--- config.mk ---
export PLATFORM = sky130hd
export DESIGN_NAME = fs_accel_pool_stream_flat
export DESIGN_NICKNAME = d
export VERILOG_FILES = /design/src/rtl/fs_accel_pool_pkg.sv /design/src/rtl/fs_accel_pool_stream_if.sv /design/src/rtl/fs_accel_pool_bank.sv /design/src/rtl/fs_accel_pool_stream.sv /design/src/flat_wrapper.sv
export SDC_FILE = /design/constraint.sdc
export NUM_CORES = 1
export LEC_CHECK = 0
export ABC_CLOCK_PERIOD_IN_PS = 8600
export CAP_MARGIN = 20
export CORE_AREA = 3 3 174 210
export DETAILED_ROUTE_END_ITERATION = 12
export DIE_AREA = 0 0 177 213
export PLACE_DENSITY = 0.64
export SYNTH_ARGS = -nofsm -noshare
export SYNTH_HDL_FRONTEND = slang
export SYNTH_SLANG_ARGS = --single-unit
--- constraint.sdc ---
create_clock -name clk -period 8.6 [get_ports clk]
set_input_delay 2.15 -clock clk [delete_from_list [all_inputs] [get_ports clk]]
set_output_delay 2.15 -clock clk [all_outputs]
set_load 0.05 [all_outputs]
--- src/rtl/fs_accel_pool_pkg.sv ---
// Shared encodings and sizing helpers for the streaming pooling block.
package fs_accel_pool_pkg;

  typedef enum logic {
    POOL_MAX = 1'b0,
    POOL_AVG = 1'b1
  } pool_mode_e;

  typedef enum logic [1:0] {
    IDLE  = 2'd0,
    RUN   = 2'd1,
    FLUSH = 2'd2
  } pool_state_e;

  // Accumulator width: a KxK sum of DW-bit signed pixels needs 2*log2(K) guard bits.
  function automatic int acc_width(input int dw, input int k);
    return dw + 2 * $clog2(k);
  endfunction

endpackage

--- src/rtl/fs_accel_pool_stream_if.sv ---
// Pixel input stream and pooled-pixel output stream of the pooling block.
interface fs_accel_pool_stream_if #(
  parameter int DW = 8
);
  logic signed [DW-1:0] in_data;
  logic                 in_valid;
  logic                 in_ready;
  logic signed [DW-1:0] out_data;
  logic                 out_valid;
  logic                 out_ready;
  logic                 out_last;

  // Producer of pixels / consumer of pooled results (the environment).
  modport master (
    output in_data, in_valid, out_ready,
    input  in_ready, out_data, out_valid, out_last
  );

  // The pooling block itself.
  modport slave (
    input  in_data, in_valid, out_ready,
    output in_ready, out_data, out_valid, out_last
  );
endinterface

--- src/rtl/fs_accel_pool_bank.sv ---
// Partial-result row bank: one accumulator per output column of the
// current window row, combinational read and synchronous write.
module fs_accel_pool_bank #(
  parameter int DEPTH = 32,
  parameter int W     = 10,
  parameter int AW    = 5
) (
  input  logic                clk,
  input  logic                we,
  input  logic [AW-1:0]       addr,
  input  logic signed [W-1:0] wdata,
  output logic signed [W-1:0] rdata
);

  logic signed [W-1:0] mem_q [DEPTH];

  // Write the combined partial result back to its column slot.
  always_ff @(posedge clk) begin
    if (we) begin
      mem_q[addr] <= wdata;
    end
  end

  assign rdata = mem_q[addr];

endmodule

--- src/rtl/fs_accel_pool_stream.sv ---
// Streaming KxK non-overlapping max/average pooling with a per-column
// partial-result bank and a single-entry valid/ready output register.
module fs_accel_pool_stream
  import fs_accel_pool_pkg::*;
#(
  parameter int DW       = 8,
  parameter int POOL_K   = 2,
  parameter int MAX_COLS = 32,
  parameter int DIM_W    = 8
) (
  input  logic               clk,
  input  logic               reset,
  input  logic               start,
  input  logic               cfg_mode,
  input  logic [DIM_W-1:0]   cfg_in_cols,
  input  logic [DIM_W-1:0]   cfg_in_rows,
  fs_accel_pool_stream_if.slave s,
  output logic               busy,
  output logic               done,
  output logic               err_cfg
);

  localparam int LK    = $clog2(POOL_K);
  localparam int S     = 2 * LK;
  localparam int ACC_W = acc_width(DW, POOL_K);
  localparam int AW    = (MAX_COLS > 1) ? $clog2(MAX_COLS) : 1;

  // Average of a window sum: add half an LSB of the result, then arithmetic
  // shift, i.e. round half toward +inf. The result always fits DW bits.
  function automatic logic signed [DW-1:0] round_avg(input logic signed [ACC_W-1:0] sum);
    logic signed [ACC_W:0] t;
    t = {sum[ACC_W-1], sum} + (ACC_W+1)'(1 << (S-1));
    return DW'(t >>> S);
  endfunction

  pool_state_e          state_q;
  pool_mode_e           mode_q;
  logic [DIM_W-1:0]     cols_q, rows_q;
  logic [DIM_W-1:0]     kc_last_q, kr_last_q;
  logic [DIM_W-1:0]     r_q, c_q;
  logic                 busy_q, done_q, err_q;
  logic                 out_valid_q, out_last_q;
  logic signed [DW-1:0] out_data_q;

  // Start-time configuration check.
  logic [DIM_W-1:0] oc_new, or_new;
  logic             cfg_ok;

  assign oc_new = cfg_in_cols >> LK;
  assign or_new = cfg_in_rows >> LK;
  assign cfg_ok = (oc_new != '0) && (or_new != '0) && (32'(oc_new) <= 32'(MAX_COLS));

  // Pixel position decode; K is a power of two so window indices are bit fields.
  logic [LK-1:0] wr, wc;
  logic [AW-1:0] oc_addr;
  logic          accept, keep, first_px, win_end, emit, last_win;

  assign wr       = r_q[LK-1:0];
  assign wc       = c_q[LK-1:0];
  assign oc_addr  = c_q[LK +: AW];
  assign s.in_ready = (state_q == RUN) && (!out_valid_q || s.out_ready);
  assign accept   = s.in_valid && s.in_ready;
  assign keep     = (c_q <= kc_last_q) && (r_q <= kr_last_q);
  assign first_px = (wr == '0) && (wc == '0);
  assign win_end  = (&wr) && (&wc);
  assign emit     = accept && keep && win_end;
  assign last_win = (r_q == kr_last_q) && (c_q == kc_last_q);

  // Combine the incoming pixel with the column's partial result.
  logic signed [ACC_W-1:0] x_ext, rd, combined;
  logic signed [DW-1:0]    out_d;

  assign x_ext = {{(ACC_W-DW){s.in_data[DW-1]}}, s.in_data};

  fs_accel_pool_bank #(
    .DEPTH (MAX_COLS),
    .W     (ACC_W),
    .AW    (AW)
  ) u_bank (
    .clk   (clk),
    .we    (accept && keep),
    .addr  (oc_addr),
    .wdata (combined),
    .rdata (rd)
  );

  // Window accumulation: first pixel seeds the entry, later ones fold in.
  always_comb begin
    combined = x_ext;
    if (!first_px) begin
      if (mode_q == POOL_AVG) begin
        combined = rd + x_ext;
      end else if (x_ext > rd) begin
        combined = x_ext;
      end else begin
        combined = rd;
      end
    end
  end

  // Final pooled value presented to the output register.
  always_comb begin
    out_d = combined[DW-1:0];
    if (mode_q == POOL_AVG) begin
      out_d = round_avg(combined);
    end
  end

  // Frame FSM: configuration latch, raster counters and status pulses.
  always_ff @(posedge clk) begin
    if (reset) begin
      state_q   <= IDLE;
      mode_q    <= POOL_MAX;
      cols_q    <= '0;
      rows_q    <= '0;
      kc_last_q <= '0;
      kr_last_q <= '0;
      r_q       <= '0;
      c_q       <= '0;
      busy_q    <= 1'b0;
      done_q    <= 1'b0;
      err_q     <= 1'b0;
    end else begin
      done_q <= 1'b0;
      err_q  <= 1'b0;
      case (state_q)
        IDLE: begin
          if (start) begin
            if (cfg_ok) begin
              mode_q    <= pool_mode_e'(cfg_mode);
              cols_q    <= cfg_in_cols;
              rows_q    <= cfg_in_rows;
              kc_last_q <= (oc_new << LK) - DIM_W'(1);
              kr_last_q <= (or_new << LK) - DIM_W'(1);
              r_q       <= '0;
              c_q       <= '0;
              busy_q    <= 1'b1;
              state_q   <= RUN;
            end else begin
              err_q <= 1'b1;
            end
          end
        end
        RUN: begin
          if (accept) begin
            if (c_q == cols_q - DIM_W'(1)) begin
              c_q <= '0;
              if (r_q == rows_q - DIM_W'(1)) begin
                state_q <= FLUSH;
              end else begin
                r_q <= r_q + DIM_W'(1);
              end
            end else begin
              c_q <= c_q + DIM_W'(1);
            end
          end
        end
        FLUSH: begin
          if (!out_valid_q || s.out_ready) begin
            state_q <= IDLE;
            busy_q  <= 1'b0;
            done_q  <= 1'b1;
          end
        end
        default: begin
          state_q <= IDLE;
          busy_q  <= 1'b0;
        end
      endcase
    end
  end

  // Single-entry output register; a completing window may replace an entry
  // that is being accepted in the same cycle.
  always_ff @(posedge clk) begin
    if (reset) begin
      out_valid_q <= 1'b0;
      out_last_q  <= 1'b0;
      out_data_q  <= '0;
    end else if (emit) begin
      out_valid_q <= 1'b1;
      out_last_q  <= last_win;
      out_data_q  <= out_d;
    end else if (s.out_ready) begin
      out_valid_q <= 1'b0;
      out_last_q  <= 1'b0;
    end
  end

  assign s.out_data  = out_data_q;
  assign s.out_valid = out_valid_q;
  assign s.out_last  = out_last_q;
  assign busy        = busy_q;
  assign done        = done_q;
  assign err_cfg     = err_q;

endmodule

--- src/flat_wrapper.sv ---
// flat-port wrapper written by rule: the top's interface ports become plain ports
module fs_accel_pool_stream_flat import fs_accel_pool_pkg::*;
#(
  parameter int DW       = 8,
  parameter int POOL_K   = 2,
  parameter int MAX_COLS = 32,
  parameter int DIM_W    = 8
)
  (clk, reset, start, cfg_mode, cfg_in_cols, cfg_in_rows, busy, done, err_cfg, s_in_data, s_in_valid, s_out_ready, s_in_ready, s_out_data, s_out_valid, s_out_last);
  fs_accel_pool_stream_if #(.DW(DW)) s_i ();
  input  logic clk;
  input  logic reset;
  input  logic start;
  input  logic cfg_mode;
  input  logic [DIM_W-1:0] cfg_in_cols;
  input  logic [DIM_W-1:0] cfg_in_rows;
  output logic busy;
  output logic done;
  output logic err_cfg;
  input wire logic [$bits(s_i.in_data)-1:0] s_in_data;
  input wire logic [$bits(s_i.in_valid)-1:0] s_in_valid;
  input wire logic [$bits(s_i.out_ready)-1:0] s_out_ready;
  output wire logic [$bits(s_i.in_ready)-1:0] s_in_ready;
  output wire logic [$bits(s_i.out_data)-1:0] s_out_data;
  output wire logic [$bits(s_i.out_valid)-1:0] s_out_valid;
  output wire logic [$bits(s_i.out_last)-1:0] s_out_last;
  assign s_i.in_data = s_in_data;
  assign s_i.in_valid = s_in_valid;
  assign s_i.out_ready = s_out_ready;
  assign s_in_ready = s_i.in_ready;
  assign s_out_data = s_i.out_data;
  assign s_out_valid = s_i.out_valid;
  assign s_out_last = s_i.out_last;
  fs_accel_pool_stream #(.DW(DW), .POOL_K(POOL_K), .MAX_COLS(MAX_COLS), .DIM_W(DIM_W)) u_core (.clk(clk), .reset(reset), .start(start), .cfg_mode(cfg_mode), .cfg_in_cols(cfg_in_cols), .cfg_in_rows(cfg_in_rows), .s(s_i), .busy(busy), .done(done), .err_cfg(err_cfg));
endmodule
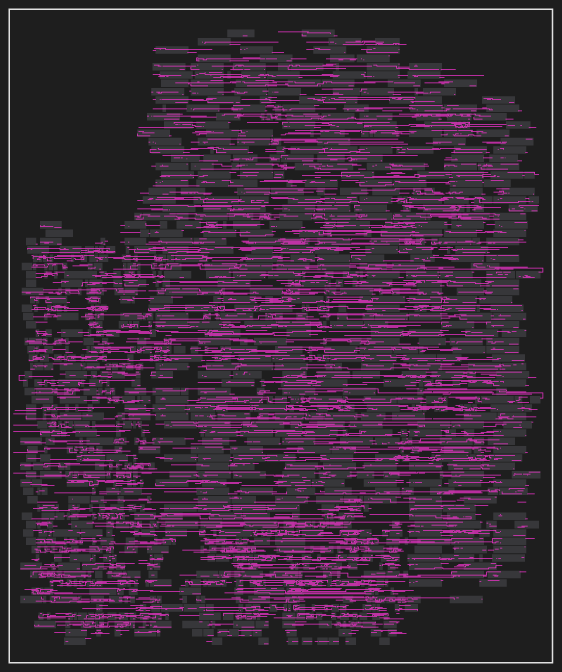
**Above:** run 1 (M1 wires).
Cells faint in the background.
share of all routed wire: 40%
main direction: horizontal
nets with wire on the layer: 1259
wire length on this layer: 16700 um
DRT Wirelength: 41900 um
via count: 10.4k

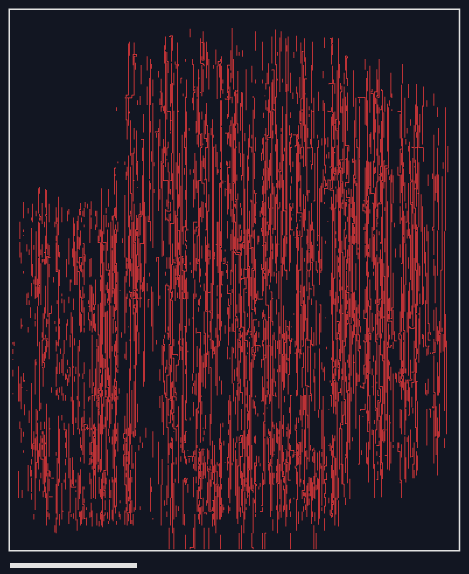
**Above:** run 1 (met2 routing).
Scale bar: 50 um.
share of all routed wire: 52%
main direction: vertical
nets with wire on the layer: 1142
wire length on this layer: 21.6 mm

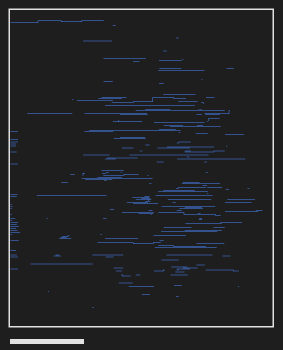
**Above:** run 1 (met3 routing).
Scale bar: 50 um.
wire length on this layer: 2470 um
main direction: horizontal
longest straight run: 61.2 um

==> run summary, run 1 <==
run metrics: outcome=complete, no violations, design area=19700 sq um, Worst Path Buf+Inv=1, Final WS setup=2150 ps, clk_skew=15.3 ps, H-tree depth=2, fp_density=49.7%, n_diodes=0, count of tool warnings=36, Clock power frac=39.8%, most frequent cells in the layout=edfxtp_1, nor2_1, nand2_1, Power Density=209 nW/um^2, DRC Markers=0, FF-to-FF End=u_core.s.out_data[7], CP max-delay cell=dfxtp_4, HP Class=flop to flop, Nets=1326, Rel. slew slack=28.3%, final RePlAce weighted congestion=0.886, clk ins delay skew pair=530 ps, P_clk=1.64 mW, Tmin final=6450 ps, Die Y=213 um, Yosys cell types=88, # clk buffers=51, grt total ovfl=0, crit path DRT=9040 ps, hold_buf cts=0, reg2reg path depth=15, Top Layer Used=met4, CP max FO=51, part of the power in registers=51.3%, Sequential Area=11000 sq um, Critical Path AT=6890 ps, Worst-path clk slew=60 ps, Synth Flop Type=edfxtp_1, critical-path cell list=buf_4 -> mux4_2 -> mux2i_1 -> nor3_1 -> nor4_1 -> ha_1 -> and4_1 -> and2_4 -> a31oi_1 -> a21boi_2 -> a221oi_4 -> nand2_2 -> nor4_1 -> a21oi_1 -> o31ai_2, die footprint=37700 sq um, FFs w/ async S/R, synth=0%, Comb gates=678, grt peak-use layer=met2, Buffers, non-clock=87, cell area after synthesis=17300 sq um, placed instance count=1666, CP dominant cell by count=nor4_1, syn_area_per_cell=14.8 sq um, vias in the first global route=10.5k, Met2 Wirelength=21600 um, yosys cell count=1171, hold slack=453 ps, antenna violations before repair=0, CP Capture Type=flop, DR WL/cell=24.1 um, Top area cell types=edfxtp_1, dfxtp_1, mux4_2, Synth top cells by count=edfxtp_1, nor2_1, nand2_1, dfxtp_1, inv_1, cell family with the largest share of critical-path delay=AND-OR/OR-AND gates, final hold vios=0, WHS Path Cells=2, top-count cell post-synth=edfxtp_1, Worst VDD drop=0.000136 V, Port-buffer cells=43, most numerous logic cell after layout=edfxtp_1, hold path startpoint=u_core.cols_q[7], placed cell areas=18400 sq um, syn nets=1245, Dominant combinational family=multiplexers, number of enable flip-flop cells=320, Final period util=75.0%, Synth Seq Share=63.4%, R2R setup slack=2150 ps, pin count of the biggest net entering global routing=52, Worst path depth=15, Internal Power=3.18 mW, Net Switching=0.937 mW, fraction of area in registers=55.7%, max_cap viols=0
**Run 1: clock routing**

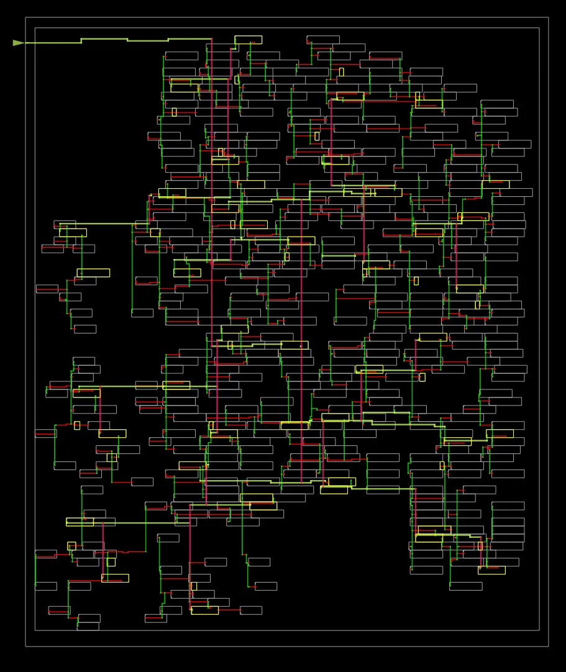

--- run 2 (diff from run 1) ---
--- a/config.mk
+++ b/config.mk
@@ -5,7 +5,7 @@
 export SDC_FILE = /design/constraint.sdc
 export NUM_CORES = 1
 export LEC_CHECK = 0
-export ABC_CLOCK_PERIOD_IN_PS = 8600
+export ABC_CLOCK_PERIOD_IN_PS = 6520
 export CAP_MARGIN = 20
 export CORE_AREA = 3 3 174 210
 export DETAILED_ROUTE_END_ITERATION = 12
==> constraint.sdc (replaced) <==
create_clock -name clk -period 6.52 [get_ports clk]
set_input_delay 1.63 -clock clk [delete_from_list [all_inputs] [get_ports clk]]
set_output_delay 1.63 -clock clk [all_outputs]
set_load 0.05 [all_outputs]
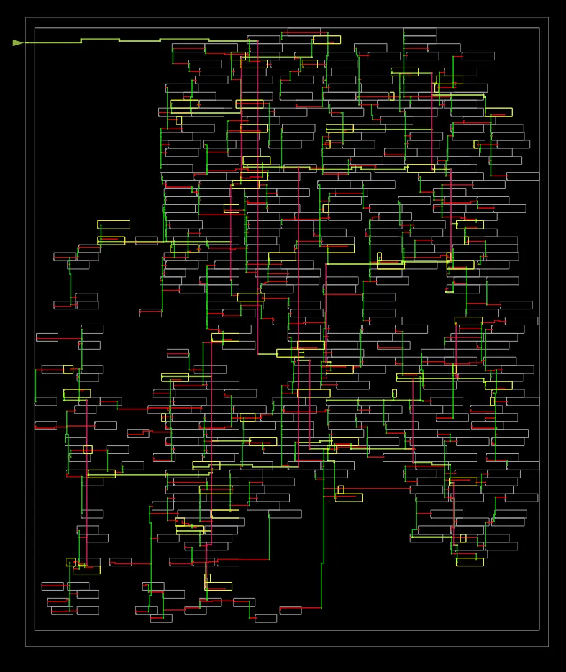
**Above:** run 2 (clock routing).
clk_skew: 20.3 ps
clock sink count: 388

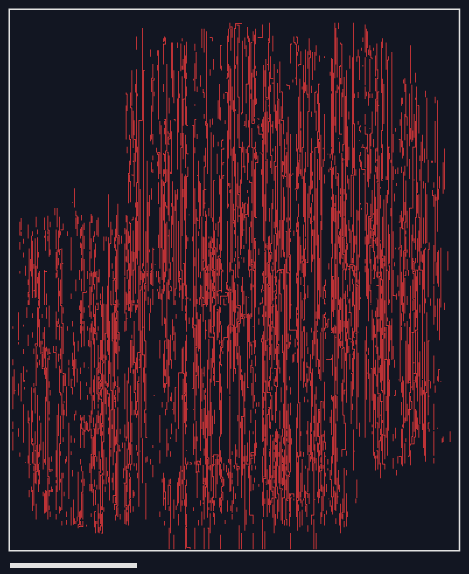
**Above:** run 2 (met2 routing).
Scale bar: 50 um.
nets with wire on the layer: 1143
share of all routed wire: 50%
longest straight run: 103 um
main direction: vertical

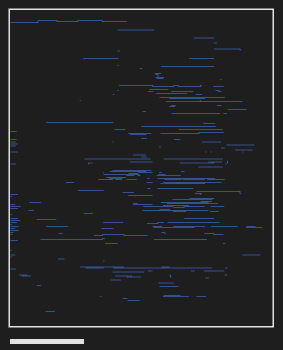
**Above:** run 2 (met3 routing).
Scale bar: 50 um.
wire length on this layer: 2390 um
main direction: horizontal
GRT met3 Usage: 3.58%
DRT Wirelength: 42000 um

==> run summary, run 2 <==
run metrics: Yosys cell types=88 (unchanged), yosys cell count=1171 (unchanged), fraction of area in registers=55.4% (-0.36 points), max-slew violation count=0, Rel. slew slack=39.7% (+11 points), Net Switching=1.26 mW (+35%), Metal-1 WL=17000 um, WHS Endpoint=u_core.cols_q[7], part of the power in registers=50.6% (-0.7 points), R2R setup slack=440 ps (-1720 ps), Critical Path AT=6510 ps (-380 ps), worst-margin pin slew=904 ps, placed cell areas=18500 sq um (+0.97%), AND-OR/OR-AND Cells, Area Fraction=7.11%, Buffers, non-clock=102 (+17%), Comb gates=678 (unchanged), syn_area_per_cell=14.8 sq um (unchanged), # setup viols final=0, Worst-path clk slew=70 ps (about the same), count of tool warnings=36 (unchanged), critical-path cell list=mux4_2 -> o21ai_0 -> o21ai_0 -> a211oi_1 -> buf_4 -> ha_1 -> and4_1 -> and2_4 -> a31o_2 -> o31ai_1 -> a221o_1 -> ha_1 -> inv_1 -> nor4_1 -> and3_1 -> o31ai_2, LEAKAGE=6.62 nW, crit path DRT=6950 ps (-2090 ps), Comb power frac=8.6%, Synth Flop Type=edfxtp_1, share of cells above drive strength 1=16.4%, logic gate fraction of the total cell area=29.6%, FFs w/ async S/R, synth=0% (unchanged), most numerous logic cell after layout=edfxtp_1, cell family with the largest share of critical-path delay=AND-OR/OR-AND gates, grt met2 use=39.3%, antenna violations before repair=0 (unchanged), Port-buffer cells=43 (unchanged), Logic area=5860 sq um, via count=10.4k (-0.31%), Synth-to-Final Area Change=14.5%, DP HPWL=28700 um, fp_density=49.7% (unchanged), Worst Path Buf+Inv=2 (+1), Met2 Wirelength=21200 um (-1.8%), antenna viol nets, final=0, syn nets=1245 (unchanged), max_cap viols=0 (unchanged), grt total ovfl=0 (unchanged), HP Class=flop to flop, die width=177 um, cell area after synthesis=17300 sq um (unchanged), # clk buffers=51 (unchanged), setup_tns=0 ps, Peak Freq=0.164 GHz, #FFs+latches synth=388, row count=75, Final period util=93.3% (+18 points), GR Util All Layers=22.8%, critical path class=flop to flop, Sequential Area=11000 sq um (unchanged), Top Layer Used=met4, reg2reg path depth=16 (+1), DR WL/cell=23.9 um (-0.71%), Power Density=277 nW/um^2 (+33%), M1 GR Usage=29.8%, Nets=1340 (+1.1%), Top reg by flops=u_core.u_bank.mem_q, DRT iter0 DRCs=1085, H-tree depth=2 (unchanged), most frequent cells in the layout=edfxtp_1, nor2_1, nand2_1, die footprint=37700 sq um (unchanged), Tap Cells=462, Clock buffers and inverters, area share=6.46%, hold path startpoint=u_core.cols_q[7], Adder Area Share=3.22%, top-count cell post-synth=edfxtp_1, CP max-delay cell=dfxtp_2, DRC Markers=0 (unchanged), CTS Buffer Depth=3, simple share=8.52%, Seq cells=388, outcome=complete, no violations, via/cell ratio=5.91, Worst VDD drop=0.000216 V (+59%), mux frac, synth=12.3%, Final WS setup=437 ps (-1720 ps), buffer share of cell area=4.58%, Post-CTS Resized=0, first-pass GRT wire length=64000 um, clk ins delay skew pair=530 ps (about the same), Die Y=213 um (unchanged), pin count of the biggest net entering global routing=51 (-1.9%), Internal Power=4.24 mW (+33%), CP max FO=20 (-61%), Max power group=registers, filler instances=2752, Flop+latch power=2.78 mW, Clock power frac=40.8% (+1.0 points), CP Capture Type=flop, Crit path largest cell delay=770 ps, CP endpoint=u_core.s.out_data[7], Synth Seq Share=63.4% (unchanged), Sw Share=22.9%, hold_buf cts=0 (unchanged), grt peak-use layer=met2, n_diodes=0 (unchanged), top cell category=registers, vias in the first global route=10.4k (-1.3%), hold slack=462 ps (+9.31 ps), Logic power comb=0.473 mW, pre-CTS WS=538 ps, Top area cell types=edfxtp_1, dfxtp_1, mux4_2, number of enable flip-flop cells=320 (unchanged), yosys xor share=2.43%, Yosys chip area=17300 sq um, Startpoint Class=flop, first-pass iteration count of the detailed router=5, Dominant combinational family=multiplexers, WHS Path Cells=2 (unchanged), final RePlAce weighted congestion=0.872 (-1.6%), area share, top type=55.5%, design area=19800 sq um (+0.64%), Worst path depth=16 (+1), RSZ-0062 raised after global routing=false, io pins=44, max FFs per register=320, TritonCTS Buffers=38, Tot Pwr=5.50 mW, final hold vios=0 (unchanged), met3 WL post-DR=2390 um, FF-to-FF End=u_core.s.out_data[7], P_clk=2.24 mW (+37%), Synth top cells by count=edfxtp_1, nor2_1, nand2_1, dfxtp_1, inv_1, CTS tree=built, placed instance count=1687 (+1.3%), root buffer cell=clkbuf_16, Tmin final=6080 ps (-364 ps)
**Run 2: M1 wires**

Cells faint in the background.
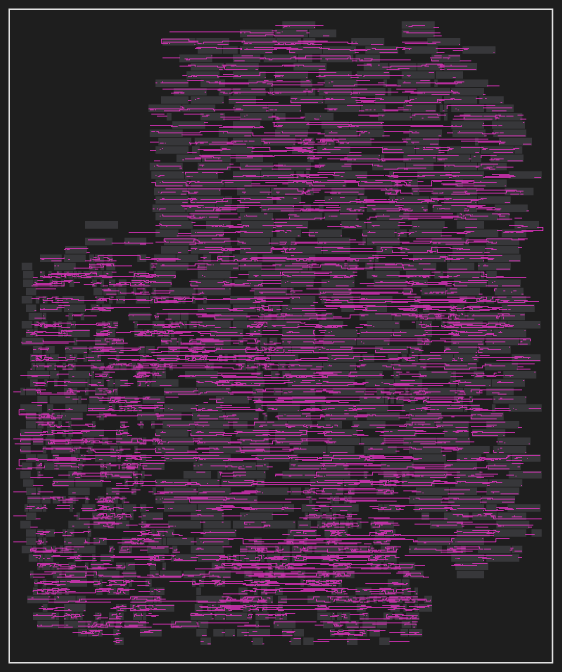

--- run 3 (diff from run 2) ---
--- a/config.mk
+++ b/config.mk
@@ -7,9 +7,9 @@
 export LEC_CHECK = 0
 export ABC_CLOCK_PERIOD_IN_PS = 6520
 export CAP_MARGIN = 20
-export CORE_AREA = 3 3 174 210
+export CORE_AREA = 2 2 173 209
 export DETAILED_ROUTE_END_ITERATION = 12
-export DIE_AREA = 0 0 177 213
+export DIE_AREA = 0 0 175 211
 export PLACE_DENSITY = 0.64
 export SYNTH_ARGS = -nofsm -noshare
 export SYNTH_HDL_FRONTEND = slang
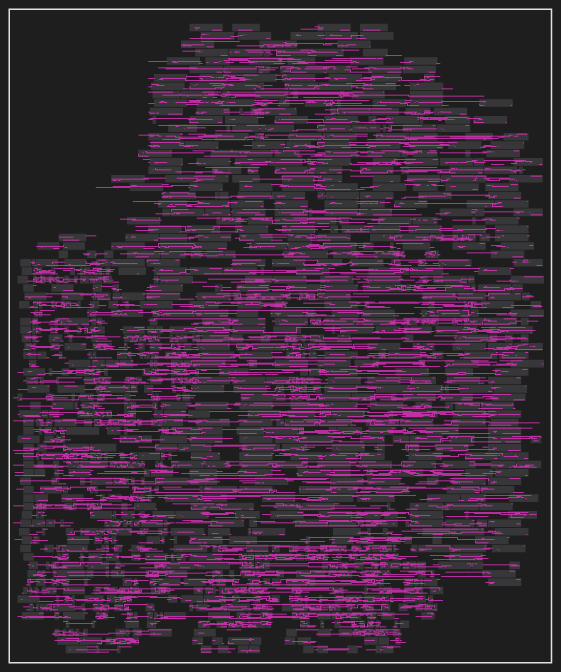
**Above:** run 3 (M1 wires).
Cells faint in the background.
longest straight run: 63.0 um
main direction: horizontal
wire length on this layer: 17100 um
nets with wire on the layer: 1282
DRT Wirelength: 42100 um
via count: 10.3k
M1 GR Usage: 30.5%

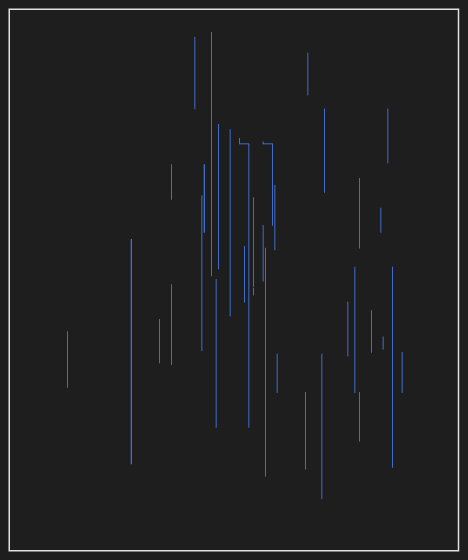
**Above:** run 3 (the metal 4 layer).
longest straight run: 111 um
share of all routed wire: 3.2%
nets with wire on the layer: 24
main direction: vertical

==> run summary, run 3 <==
run metrics: Logic area=5860 sq um (about the same), CTS tree=built, grt peak-use layer=met2, first-pass GRT wire length=63700 um (-0.47%), top-count cell post-synth=edfxtp_1, DR WL/cell=24.0 um (+0.41%), clk_skew=19.1 ps (-1.18 ps), Max power group=registers, Clock buffers and inverters, area share=6.48% (+0.022 points), max FFs per register=320 (unchanged), met3 WL post-DR=2580 um (+8.0%), WHS Path Cells=2 (unchanged), number of enable flip-flop cells=320 (unchanged), Seq cells=388 (unchanged), syn nets=1245 (unchanged), Tmin final=5860 ps (-224 ps), Metal-1 WL=17100 um (+0.41%), pre-CTS WS=643 ps (+105 ps), TritonCTS Buffers=39 (+2.6%), design area=19800 sq um (about the same), setup_tns=0 ps (unchanged), final RePlAce weighted congestion=0.863 (-1.0%), area share, top type=55.5% (unchanged), io pins=44 (unchanged), Tap Cells=462 (unchanged), die width=175 um (-1.1%), hold_buf cts=0 (unchanged), buffer share of cell area=4.51% (-0.074 points), CP max-delay cell=dfxtp_2, Worst path depth=15 (-1), simple share=8.52% (unchanged), top cell category=registers, CP Capture Type=flop, DRT iter0 DRCs=930 (-14%), share of cells above drive strength 1=16.1% (-0.37 points), grt total ovfl=0 (unchanged), H-tree depth=2 (unchanged), Comb power frac=8.6% (about the same), critical path class=flop to flop, worst-margin pin slew=1090 ps (+186 ps), Startpoint Class=flop, Post-CTS Resized=0 (unchanged), Nets=1338 (-0.15%), hold path startpoint=u_core.cols_q[7], fraction of area in registers=55.4% (about the same), Sw Share=22.7% (-0.24 points), Adder Area Share=3.22% (unchanged), cell family with the largest share of critical-path delay=multiplexers, root buffer cell=clkbuf_16, Crit path largest cell delay=850 ps (+80 ps), CTS Buffer Depth=3 (unchanged), pin count of the biggest net entering global routing=51 (unchanged), most frequent cells in the layout=edfxtp_1, nor2_1, nand2_1, #FFs+latches synth=388 (unchanged), Internal Power=4.25 mW (+0.26%), Worst Path Buf+Inv=2 (unchanged), cell area after synthesis=17300 sq um (unchanged), Worst-path clk slew=60 ps (about the same), DP HPWL=28400 um (-1.0%), hold slack=453 ps (-9.40 ps), Top reg by flops=u_core.u_bank.mem_q, yosys xor share=2.43% (unchanged), Synth Flop Type=edfxtp_1, GR Util All Layers=23.4% (+0.55 points), most numerous logic cell after layout=edfxtp_1, Final period util=89.9% (-3.4 points), clock sink count=388 (unchanged), R2R setup slack=660 ps (+220 ps), Buffers, non-clock=99 (-2.9%), outcome=complete, no violations, P_clk=2.24 mW (about the same), n_diodes=0 (unchanged), critical-path cell list=buf_4 -> mux4_2 -> mux4_2 -> mux2i_1 -> ha_1 -> and4_1 -> and2_4 -> a31o_2 -> o31ai_1 -> a221o_1 -> ha_1 -> inv_1 -> nor4_1 -> and3_1 -> o31ai_2, Net Switching=1.25 mW (-1.1%), HP Class=flop to flop, Synth top cells by count=edfxtp_1, nor2_1, nand2_1, dfxtp_1, inv_1, LEAKAGE=6.60 nW (-0.24%), CP endpoint=u_core.s.out_data[7], Comb gates=678 (unchanged), yosys cell count=1171 (unchanged), Met2 Wirelength=21200 um (-0.19%), Yosys cell types=88 (unchanged), FF-to-FF End=u_core.s.out_data[7], Flop+latch power=2.78 mW (about the same), RSZ-0062 raised after global routing=false, placed cell areas=18500 sq um (-0.25%), AND-OR/OR-AND Cells, Area Fraction=7.11% (unchanged), mux frac, synth=12.3% (unchanged), row count=75 (unchanged), Tot Pwr=5.50 mW (about the same), Power Density=277 nW/um^2 (about the same), Synth-to-Final Area Change=14.4% (about the same), Worst VDD drop=0.000164 V (-24%), Logic power comb=0.475 mW (about the same), Rel. slew slack=27.1% (-13 points), syn_area_per_cell=14.8 sq um (unchanged), WHS Endpoint=u_core.cols_q[7], Top area cell types=edfxtp_1, dfxtp_1, mux4_2, Synth Seq Share=63.4% (unchanged), GRT met3 Usage=3.62% (+0.042 points), Sequential Area=11000 sq um (unchanged), Port-buffer cells=43 (unchanged), max_cap viols=0 (unchanged), placed instance count=1681 (-0.36%), # setup viols final=0 (unchanged), max-slew violation count=0 (unchanged), clk ins delay skew pair=540 ps (about the same), filler instances=2728 (-0.87%), FFs w/ async S/R, synth=0% (unchanged), fp_density=49.7% (unchanged), Yosys chip area=17300 sq um (unchanged), first-pass iteration count of the detailed router=5 (unchanged), Final WS setup=661 ps (+224 ps)
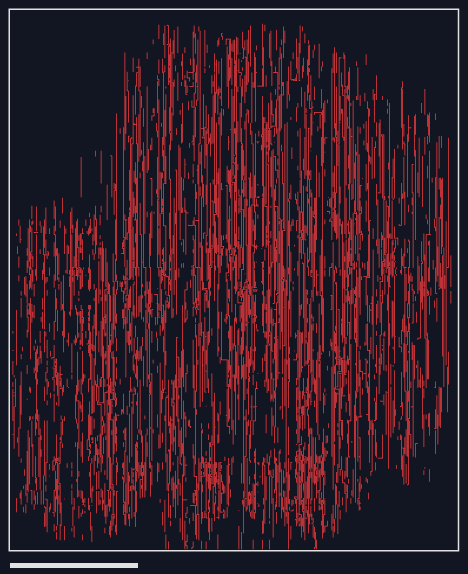
**Above:** run 3 (met2 routing).
Scale bar: 50 um.
nets with wire on the layer: 1149
wire length on this layer: 21.2 mm
main direction: vertical
grt met2 use: 39.8%

No activity file was given, so power comes from the tool's default toggle rates.
